`config.mk`:
```
export PLATFORM = sky130hd
export DESIGN_NAME = clk_2m5_monitor
export DESIGN_NICKNAME = d
export VERILOG_FILES = /design/src/rtl/clk_2m5_monitor.sv
export SDC_FILE = /design/constraint.sdc
export NUM_CORES = 1
export LEC_CHECK = 0
export CAP_MARGIN = 20
export CORE_ASPECT_RATIO = 1.1
export CORE_MARGIN = 2
export CORE_UTILIZATION = 63
export DETAILED_ROUTE_END_ITERATION = 10
export MAX_ROUTING_LAYER = met4
export PLACE_DENSITY = 0.85
export SLEW_MARGIN = 20
export SYNTH_ARGS = -nofsm -noshare
export SYNTH_HDL_FRONTEND = slang
export SYNTH_SLANG_ARGS = --single-unit
```
`constraint.sdc`:
```
create_clock -name clk_debug -period 3.7 [get_ports clk_debug]
set_clock_uncertainty 0.05 [all_clocks]
set_input_delay 0.74 -clock clk_debug [delete_from_list [all_inputs] [get_ports clk_debug]]
set_output_delay 0.74 -clock clk_debug [all_outputs]
set_load 0.01 [all_outputs]
```
`src/rtl/clk_2m5_monitor.sv`:
```
// clk_2m5_monitor
//   Measures the frequency of clk_2M5 by counting its rising edges over a
//   fixed gate of GATE_CYCLES clk_debug cycles.
//   - Each window is classified as too slow, in spec, or too fast.
//   - A lock indication is kept once enough consecutive windows are good.
//   - A loss-of-clock watchdog runs alongside the measurement.
//
// Ports
//   clk_debug  in   sole clock; all logic runs on its rising edge
//   rst_n      in   asynchronous active-low reset
//   enable     in   synchronous run enable; low forces IDLE and clears run state
//   clk_2M5    in   monitored clock, sampled as asynchronous data
//   edge_count out  edge count of the last completed window
//   meas_valid out  one-cycle strobe when edge_count and the window flags update
//   freq_ok    out  last window within [MIN_EDGES, MAX_EDGES]
//   too_slow   out  last window below MIN_EDGES
//   too_fast   out  last window above MAX_EDGES
//   clk_lost   out  no clk_2M5 edge seen for TIMEOUT cycles
//   locked     out  LOCK_WINDOWS consecutive good windows with no loss event
module clk_2m5_monitor #(
  parameter int unsigned GATE_CYCLES  = 3800,
  parameter int unsigned CNT_W        = 12,
  parameter int unsigned MIN_EDGES    = 240,
  parameter int unsigned MAX_EDGES    = 266,
  parameter int unsigned TIMEOUT      = 64,
  parameter int unsigned LOCK_WINDOWS = 4
) (
  input  logic             clk_debug,
  input  logic             rst_n,
  input  logic             enable,
  input  logic             clk_2M5,
  output logic [CNT_W-1:0] edge_count,
  output logic             meas_valid,
  output logic             freq_ok,
  output logic             too_slow,
  output logic             too_fast,
  output logic             clk_lost,
  output logic             locked
);

  localparam int unsigned GATE_W = (GATE_CYCLES > 1) ? $clog2(GATE_CYCLES) : 1;
  localparam int unsigned TO_W   = $clog2(TIMEOUT + 1);
  localparam int unsigned RUN_W  = $clog2(LOCK_WINDOWS + 1);

  localparam logic [GATE_W-1:0] GATE_LAST = GATE_W'(GATE_CYCLES - 1);
  localparam logic [TO_W-1:0]   TO_MAX    = TO_W'(TIMEOUT);
  localparam logic [RUN_W-1:0]  RUN_MAX   = RUN_W'(LOCK_WINDOWS);
  localparam logic [CNT_W-1:0]  MIN_CNT   = CNT_W'(MIN_EDGES);
  localparam logic [CNT_W-1:0]  MAX_CNT   = CNT_W'(MAX_EDGES);

  typedef enum logic [1:0] {
    S_IDLE,
    S_MEASURE,
    S_REPORT
  } state_e;

  // Synchronizer and edge detector
  logic sync1_q, sync2_q, sync3_q;
  logic edge_pulse;

  // Control state and counters
  state_e            state_q, state_d;
  logic [GATE_W-1:0] gate_q, gate_d;
  logic [CNT_W-1:0]  edge_q, edge_d;
  logic [TO_W-1:0]   to_q, to_d;
  logic [RUN_W-1:0]  run_q, run_d;
  logic              lost_q, lost_d;

  // Reported results
  logic [CNT_W-1:0]  edge_count_q, edge_count_d;
  logic              meas_valid_q, meas_valid_d;
  logic              freq_ok_q, freq_ok_d;
  logic              too_slow_q, too_slow_d;
  logic              too_fast_q, too_fast_d;

  logic win_slow, win_fast, win_ok;

  // Synchronizer keeps running while disabled so that re-enable sees a settled
  // signal rather than a spurious edge from stale flops.
  always_ff @(posedge clk_debug or negedge rst_n) begin
    if (!rst_n) begin
      sync1_q <= 1'b0;
      sync2_q <= 1'b0;
      sync3_q <= 1'b0;
    end else begin
      sync1_q <= clk_2M5;
      sync2_q <= sync1_q;
      sync3_q <= sync2_q;
    end
  end

  assign edge_pulse = sync2_q & ~sync3_q;

  assign win_slow = (edge_q < MIN_CNT);
  assign win_fast = (edge_q > MAX_CNT);
  assign win_ok   = ~win_slow & ~win_fast;

  always_ff @(posedge clk_debug or negedge rst_n) begin
    if (!rst_n) begin
      state_q      <= S_IDLE;
      gate_q       <= '0;
      edge_q       <= '0;
      to_q         <= '0;
      run_q        <= '0;
      lost_q       <= 1'b0;
      edge_count_q <= '0;
      meas_valid_q <= 1'b0;
      freq_ok_q    <= 1'b0;
      too_slow_q   <= 1'b0;
      too_fast_q   <= 1'b0;
    end else begin
      state_q      <= state_d;
      gate_q       <= gate_d;
      edge_q       <= edge_d;
      to_q         <= to_d;
      run_q        <= run_d;
      lost_q       <= lost_d;
      edge_count_q <= edge_count_d;
      meas_valid_q <= meas_valid_d;
      freq_ok_q    <= freq_ok_d;
      too_slow_q   <= too_slow_d;
      too_fast_q   <= too_fast_d;
    end
  end

  always_comb begin
    state_d      = state_q;
    gate_d       = gate_q;
    edge_d       = edge_q;
    to_d         = to_q;
    run_d        = run_q;
    lost_d       = lost_q;
    edge_count_d = edge_count_q;
    meas_valid_d = 1'b0;
    freq_ok_d    = freq_ok_q;
    too_slow_d   = too_slow_q;
    too_fast_d   = too_fast_q;

    if (!enable) begin
      // Abandon any partial window; reported results are left untouched.
      state_d = S_IDLE;
      gate_d  = '0;
      edge_d  = '0;
      to_d    = '0;
      run_d   = '0;
      lost_d  = 1'b0;
    end else begin
      // Loss watchdog
      if (edge_pulse) begin
        to_d   = '0;
        lost_d = 1'b0;
      end else begin
        if (to_q != TO_MAX) begin
          to_d = to_q + 1'b1;
        end
        if (to_q == TO_MAX) begin
          lost_d = 1'b1;
        end
      end

      unique case (state_q)
        S_IDLE: begin
          state_d = S_MEASURE;
          gate_d  = '0;
          edge_d  = '0;
        end

        S_MEASURE: begin
          if (edge_pulse && (edge_q != '1)) begin
            edge_d = edge_q + 1'b1;
          end
          if (gate_q == GATE_LAST) begin
            state_d = S_REPORT;
          end else begin
            gate_d = gate_q + 1'b1;
          end
        end

        S_REPORT: begin
          meas_valid_d = 1'b1;
          edge_count_d = edge_q;
          too_slow_d   = win_slow;
          too_fast_d   = win_fast;
          freq_ok_d    = win_ok;
          // A good window seen while the clock is flagged lost earns no credit.
          if (!win_ok) begin
            run_d = '0;
          end else if (!lost_q && (run_q != RUN_MAX)) begin
            run_d = run_q + 1'b1;
          end
          // Continuous measurement: the REPORT cycle is the first cycle of the
          // next window, so an edge here seeds the new count.
          state_d   = S_MEASURE;
          gate_d    = '0;
          edge_d    = '0;
          edge_d[0] = edge_pulse;
        end

        default: begin
          state_d = S_IDLE;
        end
      endcase

      // Asserting (or holding) clk_lost drops any lock progress immediately.
      if (lost_d) begin
        run_d = '0;
      end
    end
  end

  assign edge_count = edge_count_q;
  assign meas_valid = meas_valid_q;
  assign freq_ok    = freq_ok_q;
  assign too_slow   = too_slow_q;
  assign too_fast   = too_fast_q;
  assign clk_lost   = lost_q;
  assign locked     = (run_q == RUN_MAX);

endmodule

```
run_1/placement_by_type.png
Drawn at 4 px/um. Fill, decap, tap and diode cells in gray.
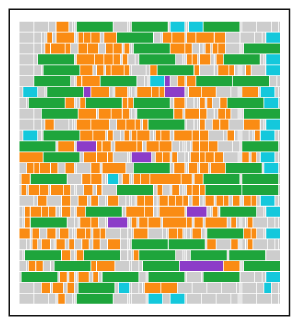
Key: purple = clock drivers and dummy loads [cells 8, share of their area 3.3%]; orange = combinational and other logic [cells 234, share of their area 46%]; green = flops [cells 56, share of their area 43%]; cyan = other buffers and delay cells [cells 23, share of their area 6.8%]

run_1/cell_density.png
Drawn at 4 px/um. 7 x 8 tiles, from black (low) to pale yellow (high), 0 to 100% covered.
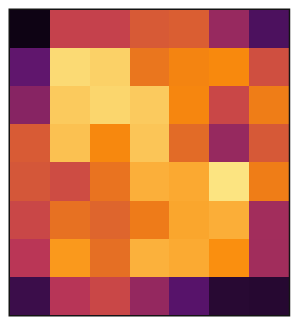
The mean over all tiles is 61%. 29% of the tiles are over 75% full. The densest ninth of the die: middle. The emptiest ninth of the die: bottom right. The fullest tile reaches 94%.

run_1/clocks.png
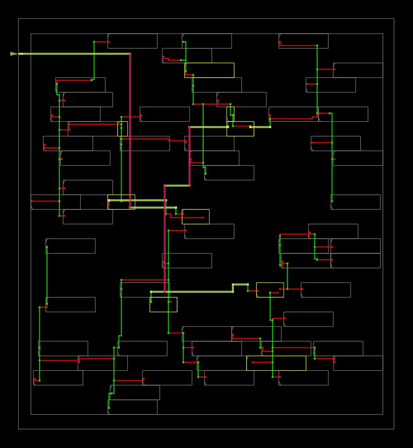
flop count: 56
# clock sinks: 56

==> out/metrics.yaml, run 1 <==
status: "finished clean"
clkCellAreaFrac_pct: 3.26
crit_buf_inv: 1
relSlewSlack_pct: 48.3
cp_slowest_cell: "clkdlybuf4s50_1"
synth.top_cell.area_share_pct: 46.9
top_layer: "met4"
switching_share_pct: 31.0
fin_hold_ws_ns: 0.307
comb_share_pct: 43.7
rsz0062_at_grt: "no"
warnings: 31
synthDistinctLibCells: 52
clkbuf_count: 6
seqAreaFraction_pct: 42.5
final-comb-area_mm2: 0.00144
synth.most_common_cell: "dfrtp_1"
fillers: 365
top_usage_layer: "met2"
clock_latency_ns: 0.31
core_area_mm2: 0.00462
critPathMaxStageDelay_ns: 0.67
post_cts.repair.setup_buffers: 0
clk_pin_slew_ns: 0.09
grt_use_met3_pct: 4.10
lay_top_count: "dfrtp_1"
dieArea_mm2: 0.00531
holdPathStages: 0
wl_met1_mm: 2.53
die.size.y_um: 76.3
grt_pass1_wl_mm: 10.3
synthCells: 305
arrival_ns: 2.69
hpwl_mm: 4.19
use_met1_pct: 31.0
vias: 2394
setup_viol: 0
diodes: 0
taps: 56
final_util_pct: 71.5
yosys-top-cells-count: "56 x dfrtp_1, 31 x nand2_1, 24 x o21ai_0"
timing.rr.end: "gate_q[8]"
crit_required_ns: 3.86
reg2reg_slack_ns: 1.37
ant_nets: 0
syn_area_per_cell_um2: 9.80
design_area_mm2: 0.00330
antenna_found_initial: 0
logic_gates: 218
maxCapViolCount: 0
synth-seq-cells: 56
final_layout_size_suffix_gt1_share_pct: 7.79
final_cells: 377
grt_overflow: 0
synth-async-reset-ratio_pct: 100
crit_end: "gate_q[8]"
synthDominantAreaCellType: "dfrtp_1"
netlist_area_mm2: 0.00299
reg2reg_from: "state_q[0]"
start_kind: "input port"
grt_pass1_vias: 2262
routabilityCongestion: 0.969
grt_usage_pct: 24.5
area_growth_pct: 10.4
dpl.cell_count: 369
power.density_mw_per_mm2: 446
avgRoutedWirePerCell_um: 15.4
viasPerCell: 6.35
cts_buffers: 5
crit_cells: 4
ys_cells: 305
fp_util_pct: 64.7
critPathCaptureType: "register"
cp_max_fo: 11
topCellsByArea: "dfrtp_1 47%, ha_1 4.2%, o21ai_0 4.0%, nand2_1 3.9%, a31oi_1 3.6%"
cts_resized: 0
fin_crit_sh_pct: 68.3
ff_type: "dfrtp_1"
drt_pass1_iterations: 4
combinationalPowerShare_pct: 25.6
io_buffers: 21
nNonClkBuffers: 23
ctsHoldBuffers: 0
wl_met2_mm: 2.99
wl_mm: 5.80
hold_path.class: "reg -> reg"
synth-edff-count: 0
placementRows: 26
fmax_ghz: 0.396
grtUsageMet2_pct: 40.9
run 1: power by group through the flow:
stage	Sequential [mW]	Combinational (mW)	Clock [mW]
4_1_cts	0.705	0.378	0.397
3_3_place_gp	0.714	0.364	0
3_5_place_dp	0.717	0.376	0
5_1_grt	0.713	0.420	0.425
2_1_floorplan	0.717	0.261	0
6_report	0.705	0.376	0.390
run 1: kinds of logic (layout without fill, tap and decap cells):
logic type,count (synthesis),in the layout,share of synthesized area (%)
XOR/XNOR,6,6,1.76
adder cells (fa/ha/maj),10,10,4.18
multiplexers,9,9,3.22
flip-flops,56,56,46.9
buffers and inverters,31,47,4.94
AND-OR/OR-AND,81,81,18.3
AND/OR/NAND/NOR,112,112,20.8
run_1/detail.png
Region (22, 26) to (47, 51) um. Cells in gray, sequential cells in the stronger gray; small squares are vias.
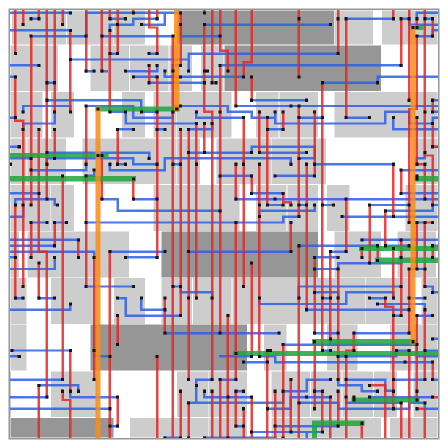

## Run 2: what changed since run 1
CORE_UTILIZATION = 58   (was 63)
PLACE_DENSITY = 0.79   (was 0.85)
clock period = 2.5 ns   (was 3.7 ns; I/O delays follow)
run_2/detail.png
Region (24, 27) to (49, 52) um. Cells in gray, sequential cells in the stronger gray; small squares are vias.
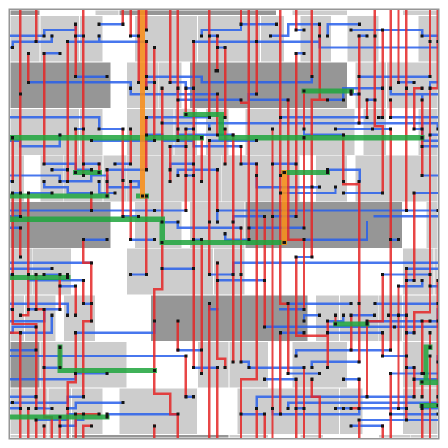
Key: green = metal 3; blue = metal 1; orange = metal 4; red = metal 2
Sequential cells in the window: 5. Most frequent: nand2_1 (11), a21oi_1 (5), dfrtp_1 (5). 57 logic cells have their middle in the window. Netlist names of flops here include edge_q (3).

==> out/metrics.yaml, run 2 <==
status: "finished clean"
powerClk_uw: 527  # +35%
hold_path.class: "in -> async"
power-top-group: "registers"
cp_slowest_cell: "or3b_1"
viasPerCell: 6.21  # -2.3%
top_usage_layer: "met2"
ys_cells: 305  # unchanged
power.density_mw_per_mm2: 645  # +45%
diodes: 0  # unchanged
seq_cell_power_mw: 1.04  # +48%
synth.top_cell.area_share_pct: 46.9  # unchanged
clkCellAreaFrac_pct: 2.90  # -0.36 points
rsz0062_at_grt: "no"
final-comb-area_mm2: 0.00144  # unchanged
routabilityCongestion: 0.895  # -7.6%
syn_area_per_cell_um2: 9.80  # unchanged
clkSinkCount: 56  # unchanged
crit_required_ns: 2.66  # -1.20 ns
dpl.cell_count: 375  # +1.6%
final_cells: 383  # +1.6%
ant_nets: 0  # unchanged
fp_util_pct: 59.8  # -4.9 points
critPathMaxStageDelay_ns: 0.45  # -0.22 ns
ctsHoldBuffers: 0  # unchanged
taps: 58  # +3.6%
post_cts.repair.setup_buffers: 0  # unchanged
arrival_ns: 2.35  # -0.34 ns
cts_buffers: 5  # unchanged
fin_crit_sh_pct: 87.5
grtUsageMet2_pct: 37.9  # -3.0 points
p_comb_uw: 572  # +52%
hpwl_mm: 4.09  # -2.3%
top_layer: "met4"
core_area_mm2: 0.00500  # +8.2%
synth-async-reset-ratio_pct: 100  # unchanged
setup_viol: 0  # unchanged
start_kind: "register"
use_met1_pct: 28.5  # -2.5 points
wl_mm: 5.87  # +1.2%
switching_share_pct: 32.6  # +1.5 points
antenna_found_initial: 0  # unchanged
nNonClkBuffers: 27  # +17%
warnings: 31  # unchanged
die.size.y_um: 79.3  # +4.0%
ff_count: 56  # unchanged
fin_hold_ws_ns: 0.266  # -0.0412 ns
final_layout_size_suffix_gt1_share_pct: 9.23  # +1.4 points
grt_pass1_wl_mm: 10.0  # -2.9%
wl_met1_mm: 2.61  # +3.3%
grt_use_met3_pct: 2.66  # -1.4 points
critPathCaptureType: "register"
synth-edff-count: 0  # unchanged
yosys-top-cells-count: "56 x dfrtp_1, 31 x nand2_1, 24 x o21ai_0"
drt_pass1_iterations: 5  # +1
combinationalPowerShare_pct: 26.7  # +1.1 points
cts_resized: 0  # unchanged
final_util_pct: 66.4  # -5.0 points
netlist_area_mm2: 0.00299  # unchanged
synth.most_common_cell: "dfrtp_1"
logic_gates: 218  # unchanged
clock_latency_ns: 0.31  # about the same
synthDistinctLibCells: 52  # unchanged
placementRows: 27  # +3.8%
## run 2: cell counts after synthesis
Identical to the previous run, type by type.
## run 2: worst paths after layout
path,endpoint,slack [ns],depth (start not counted),start
setup / recovery,gate_q[8],0.31,5,state_q[0]
hold / removal,state_q[0],0.27,2,rst_n
setup reg to reg,gate_q[8],0.31,5,state_q[0]
hold reg to reg,sync2_q,0.32,0,sync1_q
max in group asynchronous,gate_q[4],1.69,2,rst_n
min in group clk_debug,sync2_q,0.32,0,sync1_q
## run 2: cell families after synthesis
kind of cell | count (synthesis) | share of synthesized area [%]
and+or+nand+nor | 112 | 20.8
muxes | 9 | 3.22
AOI/OAI and AO/OA | 81 | 18.3
DFF | 56 | 46.9
xor gates and xnor gates | 6 | 1.76
buffers and inverters | 31 | 4.94
adders and majority gates | 10 | 4.18
run_2/cell_density.png
Drawn at 3 px/um. 7 x 8 tiles, from black (low) to pale yellow (high), 0 to 100% covered.
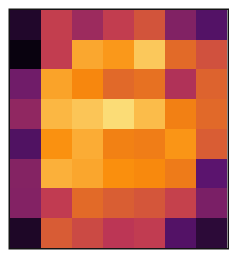

## Run 3: what changed since run 2
CORE_MARGIN = 1.5   (was 2)
CTS_CLUSTER_SIZE = 30   (was unset)
run_3/cell_density.png
Drawn at 4 px/um. 7 x 8 tiles, from black (low) to pale yellow (high), 0 to 100% covered.
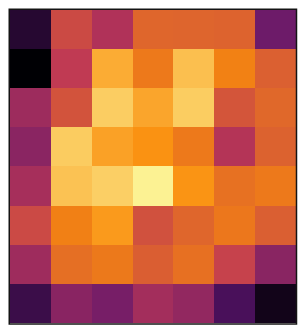
1.8% of the tiles are nearly empty. 23% of the tiles are over 75% full. The mean over all tiles is 59%.

==> out/metrics.yaml, run 3 <==
status: "finished clean"
nets: 338
topCellsByArea: "dfrtp_1 47%, ha_1 4.2%, o21ai_0 4.0%, nand2_1 3.9%, a31oi_1 3.6%"
fin_hold_ws_ns: 0.124  # -0.142 ns
drt_pass1_iterations: 6  # +1
dpl.cell_count: 375  # unchanged
setup_viol: 0  # unchanged
fin_crit_sh_pct: 89.8  # +2.2 points
die.size.y_um: 78.3  # -1.3%
wl_mm: 5.93  # +1.0%
hold_path.class: "in -> async"
relSlewSlack_pct: 55.0
reg2reg_from: "state_q[0]"
final_cells: 383  # unchanged
clock_latency_ns: 0.31  # about the same
synth-edff-count: 0  # unchanged
maxCapViolCount: 0
routabilityCongestion: 0.882  # -1.5%
syn_area_per_cell_um2: 9.80  # unchanged
ys_top_logic_family: "simple AND/OR/NAND/NOR gates"
synthDistinctLibCells: 52  # unchanged
drt_iter0_markers: 230
dpl_cell_area_mm2: 0.00325
fp_util_pct: 59.8  # unchanged
ys_sh_aoi_pct: 18.3  # unchanged
area_growth_pct: 11.8
postSynthSeqShare_pct: 46.9
timing.rr.end: "gate_q[10]"
die_w_um: 71.5
mux_area_share_pct: 3.22  # unchanged
synthCells: 305
fmax_ghz: 0.446
io_buffers: 21
grt_max_degree: 32
cp_max_fo: 11
worst_pin_slew_ns: 0.676
crit_end: "gate_q[10]"
yosys-top-cells-count: "56 x dfrtp_1, 31 x nand2_1, 24 x o21ai_0"
crit_cells: 5  # unchanged
critPathCaptureType: "register"
cts_resized: 0  # unchanged
post_cts.repair.setup_buffers: 0  # unchanged
crit_buf_inv: 1
timing.final.ws_setup_ns: 0.256
crit_required_ns: 2.66  # about the same
path_delay_family: "AND-OR/OR-AND gates"
dieArea_mm2: 0.00560
flop_area_mm2: 0.00140
ys_warn_count: 0
critical_path.cell_chain: "inv_1 > ha_1 > or3b_1 > a211o_1 > o31ai_1"
cp_slowest_cell: "or3b_1"
grt_pass1_vias: 2251
final.setup.tns_ns: 0
cts_buffers: 5  # unchanged
peakVddDrop_uv: 498
core_area_mm2: 0.00500  # unchanged
diodes: 0  # unchanged
critPathMaxStageDelay_ns: 0.47  # +0.02 ns
avgRoutedWirePerCell_um: 15.5
ys_chip_area_mm2: 0.00299
final_util_pct: 66.9  # +0.45 points
synth-async-reset-ratio_pct: 100  # unchanged
vias: 2356
viasPerCell: 6.15  # -0.88%
cellLeakagePower_nw: 1.43
h-tree-depth: 2
clk_path_buf_depth: 2
cts_tree: "yes"
lay_top_cells: "56 x dfrtp_1, 31 x nand2_1, 24 x o21ai_0"
root_buffer: "clkbuf_8"
rsz0062_at_grt: "no"
final-comb-area_mm2: 0.00144  # unchanged
ff_type: "dfrtp_1"
synth.top_cell.area_share_pct: 46.9  # unchanged
warnings: 31  # unchanged
antenna_found_initial: 0  # unchanged
lay_top_count: "dfrtp_1"
clkSinkCount: 56  # unchanged
ctsHoldBuffers: 0  # unchanged
hpwl_mm: 4.13  # +0.94%
placementRows: 27  # unchanged
synth_nets: 319
reg2reg_slack_ns: 0.26  # -0.06 ns
power.density_mw_per_mm2: 641  # -0.61%
netlist_area_mm2: 0.00299  # unchanged
fillers: 426
place_ws_ns: 0.228
boundaryPins: 22
worstSetupStartpoint: "state_q[0]"
maxSlewViolCount: 0
grt_pass1_wl_mm: 10.2  # +1.8%
ant_nets: 0  # unchanged
final_layout_size_suffix_gt1_share_pct: 8.92  # -0.31 points
min_period_ns: 2.24
start_kind: "register"
grt_overflow: 0
crit_type: "reg -> reg"
xor_share_pct: 1.76  # unchanged
ys_cells: 305  # unchanged
reg2reg_depth: 5  # unchanged
grt_usage_pct: 23.8
finalPower_mw: 2.14
synthDominantAreaCellType: "dfrtp_1"
arrival_ns: 2.40  # +0.05 ns
synth.most_common_cell: "dfrtp_1"
hold_viol: 0
adder_share_pct: 4.18  # unchanged
simple_gate_area_share_pct: 20.8  # unchanged
drcViolationCount: 0
synth-seq-cells: 56
design_area_mm2: 0.00334
clk_pin_slew_ns: 0.10
run 3: cell type report:
cell class                      instances  area share [%]
Tap cell                               58            2.17
Timing Repair Buffer                   27            8.23
Clock inverter                          1           0.224
Clock buffer                            7            2.58
Multi-Input combinational cell        218            43.1
Sequential cell                        56            41.9
Inverter                               16            1.80
run 3: per-layer routing:
layer | global-route usage (%) | up-vias | wire length (um) | part of all wire, %
li1 | - | 1152 | - | -
met1 | 28.8 | 1133 | 2580 | 44
met2 | 38.7 | 58 | 2980 | 50
met3 | 3.08 | 13 | 235 | 4.0
met4 | 13.2 | 0 | 131 | 2.2
met5 | - | - | 0 | 0
run 3: power by group:
group / leakage (nW) / switching (mW) / internal, mW
clock: 0.0445 / 0.295 / 0.226
combinational: 0.616 / 0.329 / 0.254
sequential: 0.768 / 0.0649 / 0.975

## Gallery

Clock distribution.
Drawn at 8 px/um.
Plate I
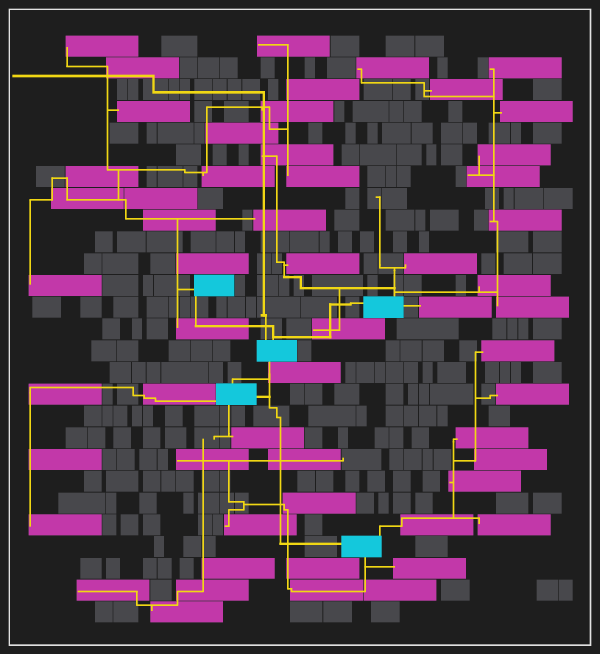
Plate II
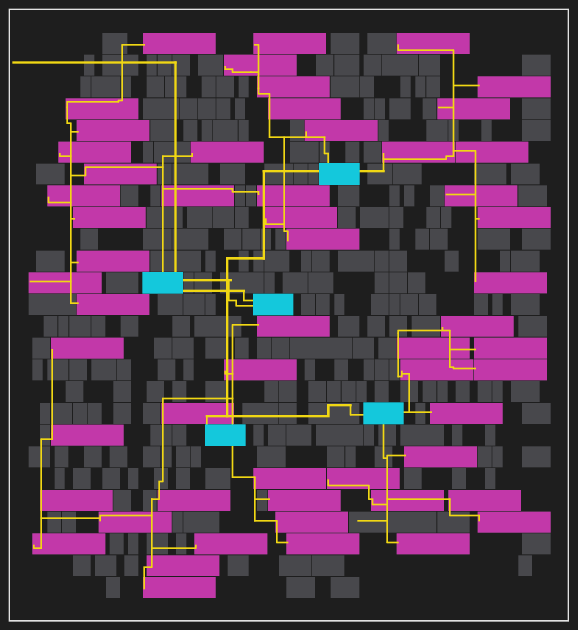
| from | picture |
|---|---|
| run 1 | Plate II |
| run 2 | Plate I |

Key to Plate II:
Key: magenta = flip-flops [count 56]; yellow = clock wires [length 572 um]; cyan = clock drivers [count 5]
There are 6 routed clock nets.

Power is estimated from default activity; no workload was simulated.
